Placement density heat map:
Drawn at 3 px/um. 11 x 11 tiles, from white (low) to dark blue (high), 0 to 100% covered.
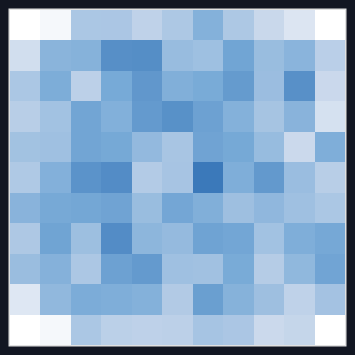
The clock network:
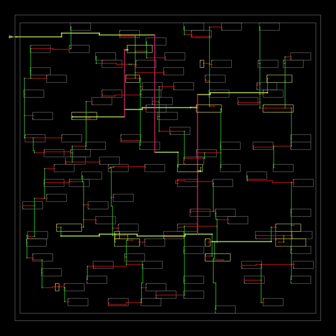
Metal 1:
Drawn at 2 px/um. Supply wires on this layer in grey.
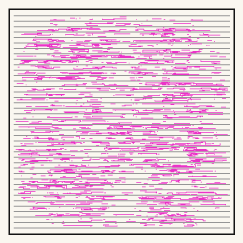
## config.mk

```make
export PLATFORM = sky130hd
export DESIGN_NAME = stopwatch_ctrl
export DESIGN_NICKNAME = d
export VERILOG_FILES = /design/src/rtl/stopwatch_ctrl_pkg.sv /design/src/rtl/stopwatch_ctrl_btn_conditioner.sv /design/src/rtl/stopwatch_ctrl.sv
export SDC_FILE = /design/constraint.sdc
export NUM_CORES = 1
export LEC_CHECK = 0
export CELL_PAD_IN_SITES_DETAIL_PLACEMENT = 2
export CELL_PAD_IN_SITES_GLOBAL_PLACEMENT = 2
export CORE_MARGIN = 1.5
export CORE_UTILIZATION = 38
export DETAILED_ROUTE_END_ITERATION = 16
export PLACE_DENSITY_LB_ADDON = 0.1
export SETUP_SLACK_MARGIN = 0.05
export SYNTH_ARGS = -nofsm -noshare
export SYNTH_HDL_FRONTEND = slang
export SYNTH_SLANG_ARGS = --single-unit
```

## constraint.sdc

```tcl
create_clock -name clk -period 2.3 [get_ports clk]
set_input_delay 0.46 -clock clk [delete_from_list [all_inputs] [get_ports clk]]
set_output_delay 0.46 -clock clk [all_outputs]
set_load 0.02 [all_outputs]
```

## src/rtl/stopwatch_ctrl_pkg.sv

```systemverilog
// Shared definitions for the stopwatch control slice.
// - FSM state encoding (IDLE/RUN/PAUSE/LAP), as shown on the debug LEDs.
// - BCD digit limit used by the counter chain.
// - Default debounce settings for a 100 MHz clock.
package stopwatch_ctrl_pkg;

  typedef enum logic [1:0] {
    IDLE  = 2'b00,
    RUN   = 2'b01,
    PAUSE = 2'b10,
    LAP   = 2'b11
  } sw_state_t;

  localparam logic [3:0]  BCD_MAX            = 4'd9;
  localparam int unsigned DEB_CYCLES_DEFAULT = 1000000;
  localparam int unsigned DEB_W_DEFAULT      = 20;

endpackage

```

## src/rtl/stopwatch_ctrl_btn_conditioner.sv

```systemverilog
// Conditions one raw push-button and turns it into a press pulse.
// - Uses a 2-flop synchroniser, then a debounce counter.
// - Emits a one-clk pulse on each accepted 0->1 transition.
// - Releases produce no pulse, and holding the button produces a single pulse.
// Ports:
//   clk   - system clock
//   reset - synchronous, active-high; clears synchroniser, counter and level
//   raw   - asynchronous button input
//   pulse - one-clk press pulse, DEB_CYCLES+3 clk after a clean rising edge
module btn_conditioner
  import stopwatch_ctrl_pkg::*;
#(
  parameter int unsigned DEB_CYCLES = DEB_CYCLES_DEFAULT,
  parameter int unsigned DEB_W      = DEB_W_DEFAULT
) (
  input  logic clk,
  input  logic reset,
  input  logic raw,
  output logic pulse
);

  localparam logic [DEB_W-1:0] DEB_MAX = DEB_W'(DEB_CYCLES);

  logic             sync1;
  logic             sync2;
  logic             level_d;   // previous synchronised level, for change detection
  logic             accepted;
  logic [DEB_W-1:0] cnt;
  logic             settled;

  assign settled = (cnt == DEB_MAX);

  always_ff @(posedge clk) begin
    if (reset) begin
      sync1    <= 1'b0;
      sync2    <= 1'b0;
      level_d  <= 1'b0;
      accepted <= 1'b0;
      cnt      <= '0;
    end else begin
      sync1   <= raw;
      sync2   <= sync1;
      level_d <= sync2;
      if (sync2 != level_d) begin
        cnt <= '0;
      end else if (!settled) begin
        cnt <= cnt + DEB_W'(1);
      end
      if (settled) begin
        accepted <= level_d;
      end
    end
  end

  // The pulse spans the single cycle in which the settled level is 1
  // but has not yet been accepted.
  assign pulse = settled & level_d & ~accepted;

endmodule

```

## src/rtl/stopwatch_ctrl.sv

```systemverilog
// Run/pause/lap/clear sequencing controller for the 4-digit BCD stopwatch.
// Ports:
//   clk, reset                                  - clock, synchronous active-high reset
//   start_btn, stop_btn, lap_btn, clear_btn     - raw asynchronous buttons
//   tick   - 1 kHz one-clk pulse from the divider
//   at_max - counter chain reads 9999
//   cen    - registered count enable for the units digit (1 clk after tick)
//   clr    - one-clk synchronous clear of the counter chain
//   freeze - display hold while in LAP (lags the state by one clk)
//   ovf    - sticky overflow flag
//   state  - current FSM state for debug LEDs
module stopwatch_ctrl
  import stopwatch_ctrl_pkg::*;
#(
  parameter int unsigned DEB_CYCLES = DEB_CYCLES_DEFAULT,
  parameter int unsigned DEB_W      = DEB_W_DEFAULT
) (
  input  logic       clk,
  input  logic       reset,
  input  logic       start_btn,
  input  logic       stop_btn,
  input  logic       lap_btn,
  input  logic       clear_btn,
  input  logic       tick,
  input  logic       at_max,
  output logic       cen,
  output logic       clr,
  output logic       freeze,
  output logic       ovf,
  output logic [1:0] state
);

  sw_state_t state_q;
  sw_state_t state_d;
  logic      ovf_d;
  logic      clr_d;
  logic      cen_d;

  logic start_p, stop_p, lap_p, clear_p;
  logic go_start, go_stop, go_lap, go_clear;
  logic running;
  logic ovf_hit;

  btn_conditioner #(.DEB_CYCLES(DEB_CYCLES), .DEB_W(DEB_W)) u_start (
    .clk(clk), .reset(reset), .raw(start_btn), .pulse(start_p)
  );
  btn_conditioner #(.DEB_CYCLES(DEB_CYCLES), .DEB_W(DEB_W)) u_stop (
    .clk(clk), .reset(reset), .raw(stop_btn), .pulse(stop_p)
  );
  btn_conditioner #(.DEB_CYCLES(DEB_CYCLES), .DEB_W(DEB_W)) u_lap (
    .clk(clk), .reset(reset), .raw(lap_btn), .pulse(lap_p)
  );
  btn_conditioner #(.DEB_CYCLES(DEB_CYCLES), .DEB_W(DEB_W)) u_clear (
    .clk(clk), .reset(reset), .raw(clear_btn), .pulse(clear_p)
  );

  // Only the highest-priority press is acted on: clear > stop > lap > start.
  assign go_clear = clear_p;
  assign go_stop  = stop_p  & ~clear_p;
  assign go_lap   = lap_p   & ~clear_p & ~stop_p;
  assign go_start = start_p & ~clear_p & ~stop_p & ~lap_p;

  assign running = (state_q == RUN) || (state_q == LAP);
  assign ovf_hit = running & tick & at_max;
  assign cen_d   = running & tick & ~at_max;

  always_comb begin
    state_d = state_q;
    ovf_d   = ovf;
    clr_d   = 1'b0;
    // Overflow takes precedence over any press in the same cycle, so the
    // count holds at 9999 instead of wrapping.
    if (ovf_hit) begin
      state_d = PAUSE;
      ovf_d   = 1'b1;
    end else begin
      unique case (state_q)
        IDLE: begin
          if (go_start) state_d = RUN;
        end
        RUN: begin
          if (go_stop)     state_d = PAUSE;
          else if (go_lap) state_d = LAP;
        end
        LAP: begin
          if (go_lap)       state_d = RUN;
          else if (go_stop) state_d = PAUSE;
        end
        PAUSE: begin
          if (go_clear) begin
            state_d = IDLE;
            clr_d   = 1'b1;
            ovf_d   = 1'b0;
          end else if (go_start && !ovf) begin
            state_d = RUN;
          end
        end
      endcase
    end
  end

  always_ff @(posedge clk) begin
    if (reset) begin
      state_q <= IDLE;
      cen     <= 1'b0;
      clr     <= 1'b1;
      freeze  <= 1'b0;
      ovf     <= 1'b0;
    end else begin
      state_q <= state_d;
      cen     <= cen_d;
      clr     <= clr_d;
      freeze  <= (state_q == LAP);
      ovf     <= ovf_d;
    end
  end

  assign state = state_q;

endmodule

```

==> results.sh <==
# implementation run metrics
export IMPL_critical_path_slowest_cell="sky130_fd_sc_hd__or4b_1"
export IMPL_worstSetupStartpointType="register"
export IMPL_relative_max_transition_margin=0.584
export IMPL_route_top_layer_used="met4"
export IMPL_clkSinkCount=102
export IMPL_setup_repair_after_global_routing_missed_its_margin="no"
export IMPL_power_top_consumer="sequential cells"
export IMPL_wl_um=11100
export IMPL_drc=0
export IMPL_hold_depth=1
export IMPL_buffers_excl_clock=23
export IMPL_clkbuf_count=12
export IMPL_chip_area_sq_um=12500
export IMPL_enable_flop_cells=0
export IMPL_fillers=1255
export IMPL_ys_sh_simple=0.311
export IMPL_wl_met3_um=257
export IMPL_grt_util_all_layers=0.193
export IMPL_drt_iter0_markers=91
export IMPL_cellPowerDensity_nw_per_um2=697
export IMPL_seq_share=0.394
export IMPL_placed_area_sq_um=4820
export IMPL_post_cts_resized=0
export IMPL_power_clock_fraction=0.454
export IMPL_yosys_mux_area_fraction=0.0111
export IMPL_dieWidth_um=112
export IMPL_timing_critical_path_to_type="register"
export IMPL_status="complete, no violations"
export IMPL_final_nonclk_buf_share=0.0396
export IMPL_syn2layout_area_growth_pct=15.4
export IMPL_grt_met1_usage=0.239
export IMPL_internal_power_uw=2840
export IMPL_fin_worst_hold_slack_ns=0.447
export IMPL_critical_path_cell_chain="or4b_1 -> or4_4 -> or3_4 -> o41ai_2 -> a211oi_1"
export IMPL_worst_ep_arrival_time_ns=2.39
export IMPL_synth_net_count=532
export IMPL_ys_ff=102
export IMPL_cts_tree="done"
export IMPL_timing_clock_skew_ns=0.00531
export IMPL_reg2regPathDepth=5
export IMPL_htree_levels=3
export IMPL_layout_top_cells="102 x sky130_fd_sc_hd__dfxtp_1, 85 x sky130_fd_sc_hd__nor2_1, 34 x sky130_fd_sc_hd__nand3_1"
export IMPL_finalClockPeriodUsage=0.942
export IMPL_antenna_found_initial=0
export IMPL_design_seq_count=102
export IMPL_worst_ir_drop_vdd_v=0.000560
export IMPL_post_route_cells_drive_above_1_share=0.0702
export IMPL_route_layer_met1_wl_um=5140
export IMPL_crit_required_ns=2.53
export IMPL_final_instance_count_excl_fill=684
export IMPL_avgViaCountPerCell=5.29
export IMPL_final_common_cell="sky130_fd_sc_hd__dfxtp_1"
export IMPL_area_share_clock_buf_inv=0.0611
export IMPL_postSynthAreaPerCell_sq_um=8.70
export IMPL_synth_cellmix_xorXnorShare=0.125
export IMPL_power_switching_fraction=0.214
export IMPL_ff_latch_area_sq_um=2040
export IMPL_floorplan_tapcells=143
## Picture notes: 'placement density heat map'
fullest tile: 70%
nearly empty tiles: 3.3%
mean over tiles: 40%
post-layout utilization of the core: 0.452
Core Area: 11500 sq um
effective utilization at floorplan: 0.391

## Picture notes: 'the clock network'
power drawn by the clock network: 1640 uW
cts bufs inserted: 9
insertion delay to the later sink of the worst-skew pair: 0.35 ns

## Picture notes: 'metal 1'
wire length on this layer: 5140 um
nets with wire on the layer: 523

Power and IR drop assume default switching activity.
